--- src/rtl/tick_gen.sv ---
// Fractional tick generator: a phase accumulator yields BASE_HZ base ticks per CLK_HZ run cycles
// with no drift, plus a once-per-second tick, a sub-second count and a run/pause/oneshot FSM.
module tick_gen #(
  parameter int unsigned CLK_HZ  = 50_000_000,
  parameter int unsigned BASE_HZ = 100
) (
  input  logic                       clk,
  input  logic                       reset_n,
  input  logic                       start,
  input  logic                       stop,
  input  logic                       clear,
  input  logic                       mode_oneshot,
  output logic                       tick_base,
  output logic                       tick_1hz,
  output logic [$clog2(BASE_HZ)-1:0] subsec,
  output logic                       running,
  output logic                       done
);

  localparam int unsigned AccW = $clog2(CLK_HZ + BASE_HZ);
  localparam int unsigned SubW = $clog2(BASE_HZ);
  localparam logic [AccW-1:0] AccInc = AccW'(BASE_HZ);
  localparam logic [AccW-1:0] AccMod = AccW'(CLK_HZ);
  localparam logic [SubW-1:0] SubMax = SubW'(BASE_HZ - 1);

  typedef enum logic [1:0] {StIdle, StRun, StPause, StDone} state_e;

  state_e          state_q, state_d;
  logic [AccW-1:0] acc_q, acc_d, acc_sum;
  logic [SubW-1:0] subsec_q, subsec_d;
  logic            tick_base_q, tick_base_d;
  logic            tick_1hz_q, tick_1hz_d;
  logic            running_q, done_q;

  always_comb begin
    state_d     = state_q;
    acc_d       = acc_q;
    subsec_d    = subsec_q;
    tick_base_d = 1'b0;
    tick_1hz_d  = 1'b0;
    acc_sum     = acc_q + AccInc;

    if (clear) begin
      state_d  = StIdle;
      acc_d    = '0;
      subsec_d = '0;
    end else begin
      unique case (state_q)
        StIdle: begin
          if (!stop && start) state_d = StRun;
        end
        StRun: begin
          // acc + BASE_HZ never exceeds CLK_HZ + BASE_HZ - 1, so AccW bits suffice
          if (acc_sum >= AccMod) begin
            acc_d       = acc_sum - AccMod;
            tick_base_d = 1'b1;
            if (subsec_q == SubMax) begin
              subsec_d   = '0;
              tick_1hz_d = 1'b1;
            end else begin
              subsec_d = subsec_q + 1'b1;
            end
          end else begin
            acc_d = acc_sum;
          end
          // The tick on this edge is always emitted; state change takes effect afterwards
          if (tick_1hz_d && mode_oneshot) begin
            state_d = StDone;
          end else if (stop) begin
            state_d = StPause;
          end
        end
        StPause: begin
          if (!stop && start) state_d = StRun;
        end
        StDone: begin
          if (!stop && start) begin
            state_d  = StRun;
            acc_d    = '0;
            subsec_d = '0;
          end
        end
        default: state_d = StIdle;
      endcase
    end
  end

  always_ff @(posedge clk or negedge reset_n) begin
    if (!reset_n) begin
      state_q     <= StIdle;
      acc_q       <= '0;
      subsec_q    <= '0;
      tick_base_q <= 1'b0;
      tick_1hz_q  <= 1'b0;
      running_q   <= 1'b0;
      done_q      <= 1'b0;
    end else begin
      state_q     <= state_d;
      acc_q       <= acc_d;
      subsec_q    <= subsec_d;
      tick_base_q <= tick_base_d;
      tick_1hz_q  <= tick_1hz_d;
      running_q   <= (state_d == StRun);
      done_q      <= (state_d == StDone);
    end
  end

  assign tick_base = tick_base_q;
  assign tick_1hz  = tick_1hz_q;
  assign subsec    = subsec_q;
  assign running   = running_q;
  assign done      = done_q;

endmodule

--- config.mk ---
export PLATFORM = sky130hd
export DESIGN_NAME = tick_gen
export DESIGN_NICKNAME = d
export VERILOG_FILES = /design/src/rtl/tick_gen.sv
export SDC_FILE = /design/constraint.sdc
export NUM_CORES = 1
export LEC_CHECK = 0
export CAP_MARGIN = 20
export CELL_PAD_IN_SITES_DETAIL_PLACEMENT = 0
export CELL_PAD_IN_SITES_GLOBAL_PLACEMENT = 1
export CORE_AREA = 3 3 85 87
export CTS_CLUSTER_DIAMETER = 80
export DETAILED_ROUTE_END_ITERATION = 7
export DIE_AREA = 0 0 88 90
export PLACE_DENSITY = 0.78
export SLEW_MARGIN = 10
export SYNTH_ARGS = -nofsm -noshare
export SYNTH_HDL_FRONTEND = slang
export SYNTH_SLANG_ARGS = --single-unit
--- constraint.sdc ---
create_clock -name clk -period 3.7 [get_ports clk]
set_clock_uncertainty 0.2 [all_clocks]
set_input_delay 0.37 -clock clk [delete_from_list [all_inputs] [get_ports clk]]
set_output_delay 0.37 -clock clk [all_outputs]
set_load 0.02 [all_outputs]
layers.png
Two of the layers only.
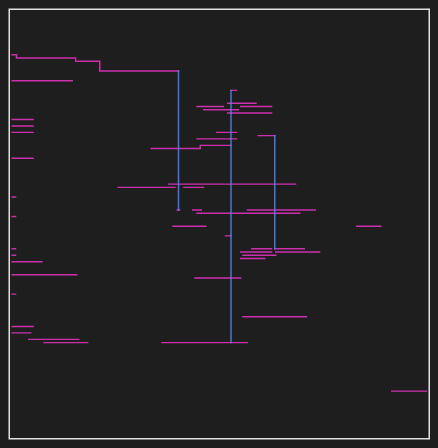
| colour | layer | wire length |
|---|---|---|
| blue | M4 | 106 um |
| magenta | M3 | 369 um |
total number of vias: 2828
GRT Total Usage: 0.220
Routed Wire Length: 8030 um

m2.png
Cells faint in the background.
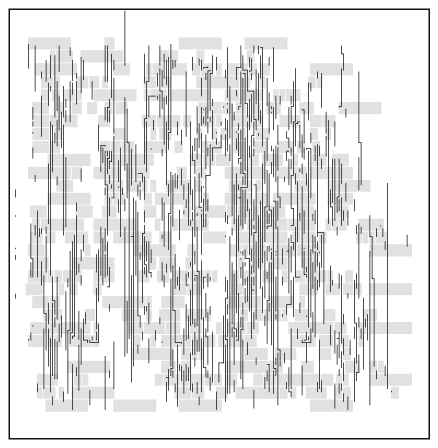
share of all routed wire: 46%
main direction: vertical
nets with wire on the layer: 326
wire length on this layer: 3700 um
longest straight run: 43.2 um
met2 usage: 0.330

==> job_summary.md <==
## Implementation flow summary

| Metric | Value |
|---|---|
| Post-DP HPWL | 5710 um |
| Post-synthesis async set-or-reset flop share | 1.00 |
| CTS root buf | clkbuf_8 |
| Library cells used by synthesis | 69 |
| Most frequent logic cells in the routed design | nand2_1, dfrtp_1, nor2_1, buf_4, a21oi_1 |
| Log Warnings | 28 |
| Largest net degree at the start of global routing | 38 |
| R2R Setup Slk | 0.15 ns |
| HP Class | input port to async pin |
| Worst EP required | 3.70 ns |
| Area fraction in mux cells | 0.0134 |
| Max stage delay on crit path | 0.46 ns |
| Worst Path Max Fanout | 9 |
| Placer Congestion | 0.877 |
| Max frequency | 0.282 GHz |
| Rel. slew slack | 0.419 |
| Antenna viol nets, final | 0 |
| Die Size | 7920 um2 |
| Peak supply drop | 0.166 mV |
| Reg clk slew, reported paths | 0.08 ns |
| Worst hold slack | -0.0240 ns |
| Post-Synth Simple-Gate Area | 0.272 |
| FP Rows | 29 |
| Post-Synthesis Net Count | 369 |
| I/O Pins | 17 |
| Failing checks | negative hold slack |
| Crit. Startpoint | acc_q[2]$_DFFE_PN0P_ |
| Final hold violations | 37 |
| Gate count of the mapped netlist | 359 |
| Crit path arrival time | 3.54 ns |
| # hold bufs at CTS | 0 |
| RSZ-0062 raised after global routing | false |
| Critical Path Start Type | flip-flop |
| Post-synth regs | 37 |
| Max_cap viols | 0 |
| Status | complete, but fails checks |
| Adder share | 0.0167 |
| Max Root-Sink Buffers | 2 |
| Commonest Layout Cell | nand2_1 |
| Drt pass-1 iters | 5 |
| Crit path cell chain | ha_1, a211o_1, mux2i_1, a31o_1, a222oi_1, o211ai_2, o21ai_4, buf_4, nand2_1, xnor2_1, a221o_1 |
| Area leader, netlist | dfrtp_1 |
| Post-CTS setup buffers | 0 |
| Congestion Overflow GR | 0 |
sizing.png
Bar = 20 um.
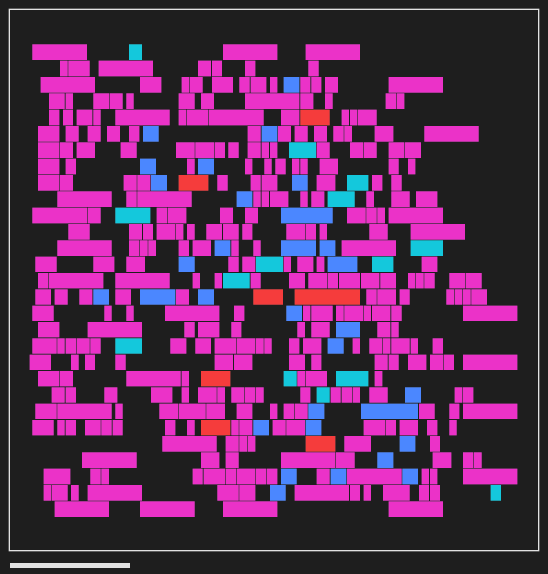
| colour | size | cells | share |
|---|---|---|---|
| magenta | x1 and smaller | 331 | 86% |
| red | x6 and larger | 7 | 1.8% |
| cyan | x2 | 14 | 3.7% |
| blue | x3 and x4 | 31 | 8.1% |
area growth from synthesis to layout: 13.5%
nonclk buf count: 40

m1.png
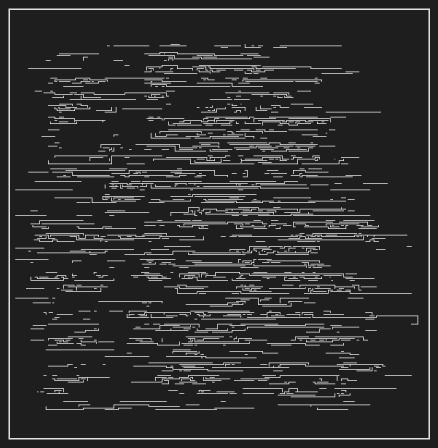
main direction: horizontal
nets with wire on the layer: 361
global routing usage on met1: 0.324

## power breakdown
group | internal (mW) | switching (mW) | total (mW)
combinational | 0.0527 | 0.0788 | 0.131
sequential | 0.414 | 0.0157 | 0.430
clock | 0.219 | 0.169 | 0.388
## routing by layer
layer,vias up,share of wire,global-route usage
met5,-,0,0
met4,0,0.013,0.0588
met3,8,0.046,0.0375
met2,77,0.46,0.330
met1,1371,0.48,0.324
li1,1372,-,-
## cell usage after synthesis, types with 5 or more instances
| library cell | count |
|---|---|
| o31ai_1 | 5 |
| o21ai_1 | 13 |
| xnor2_1 | 14 |
| and4_1 | 5 |
| a31oi_1 | 9 |
| a211oi_1 | 5 |
| nor3_1 | 9 |
| buf_4 | 5 |
| nor2_1 | 27 |
| o21ai_0 | 15 |
| nand2b_1 | 6 |
| inv_1 | 11 |
| buf_2 | 6 |
| nand2_1 | 40 |
| and3_1 | 10 |
| nand3_1 | 17 |
| clkbuf_1 | 7 |
| a21oi_1 | 18 |
| dfrtp_1 | 37 |
## cell families (layout without fill, tap and decap cells)
| group | after synthesis | in the layout |
|---|---|---|
| buf+inv | 35 | 59 |
| flops | 37 | 37 |
| simple gates | 150 | 150 |
| compound gates | 112 | 112 |
| mux | 4 | 4 |
| xor+xnor | 17 | 17 |
| fa+ha+maj | 4 | 4 |
## sequential cells by signal, indices dropped and copies added (netlist names)
signal     count
acc_q         24
done           1
running        1
state_q        2
subsec         7
tick_1hz       1
tick_base      1
## worst register-to-register path: cells and delay by family (launching register included)
family / cells / cell delay [ns]
fa+ha+maj: 1 / 0.21
mux: 1 / 0.18
simple gates: 1 / 0.06
compound gates: 6 / 2.08
buf+inv: 1 / 0.20
xor+xnor: 1 / 0.12
flops: 1 / 0.38
## stage by stage
step | worst slack [ns] | area [um2] | total power, mW | std cells | utilization
6_report | 0.153 | 3400 | 0.949 | 460 | 0.530
5_1_grt | 0.00219 | 3400 | 0.997 | 460 | 0.530
4_1_cts | 0.199 | 3400 | 0.959 | 460 | 0.530
3_5_place_dp | 0.210 | 3280 | 0.569 | 452 | 0.511
3_3_place_gp | 0.294 | 3280 | 0.568 | 452 | 0.511
2_1_floorplan | 0.399 | 3000 | 0.514 | 359 | -
## final cells by class
type,count,area (um2),share of cell area
clock buffers,6,82.6,0.0243
repair buffers,40,335,0.0986
clock inverters,2,37.5,0.0110
well taps,77,96.3,0.0283
inverters,11,41.3,0.0121
flip-flops and latches,37,926,0.272
multi-input cells,287,1880,0.553
## worst min-delay path by stage
| stage | to | startpoint | cells past startpoint | slack [ns] |
|---|---|---|---|---|
| global route | acc_q[9]$_DFFE_PN0P_ | reset_n | 1 | 0.05 |
| detailed placement | subsec[6]$_DFFE_PN0P_ | subsec[6]$_DFFE_PN0P_ | 1 | 0.31 |
| global placement | subsec[6]$_DFFE_PN0P_ | subsec[6]$_DFFE_PN0P_ | 1 | 0.30 |
| floorplan | acc_q[10]$_DFFE_PN0P_ | reset_n | 0 | -0.13 |
| finish | acc_q[9]$_DFFE_PN0P_ | reset_n | 1 | -0.02 |
| CTS | acc_q[19]$_DFFE_PN0P_ | reset_n | 1 | 0.02 |
Power figures rest on the tool's default switching activity, not on a simulated workload.
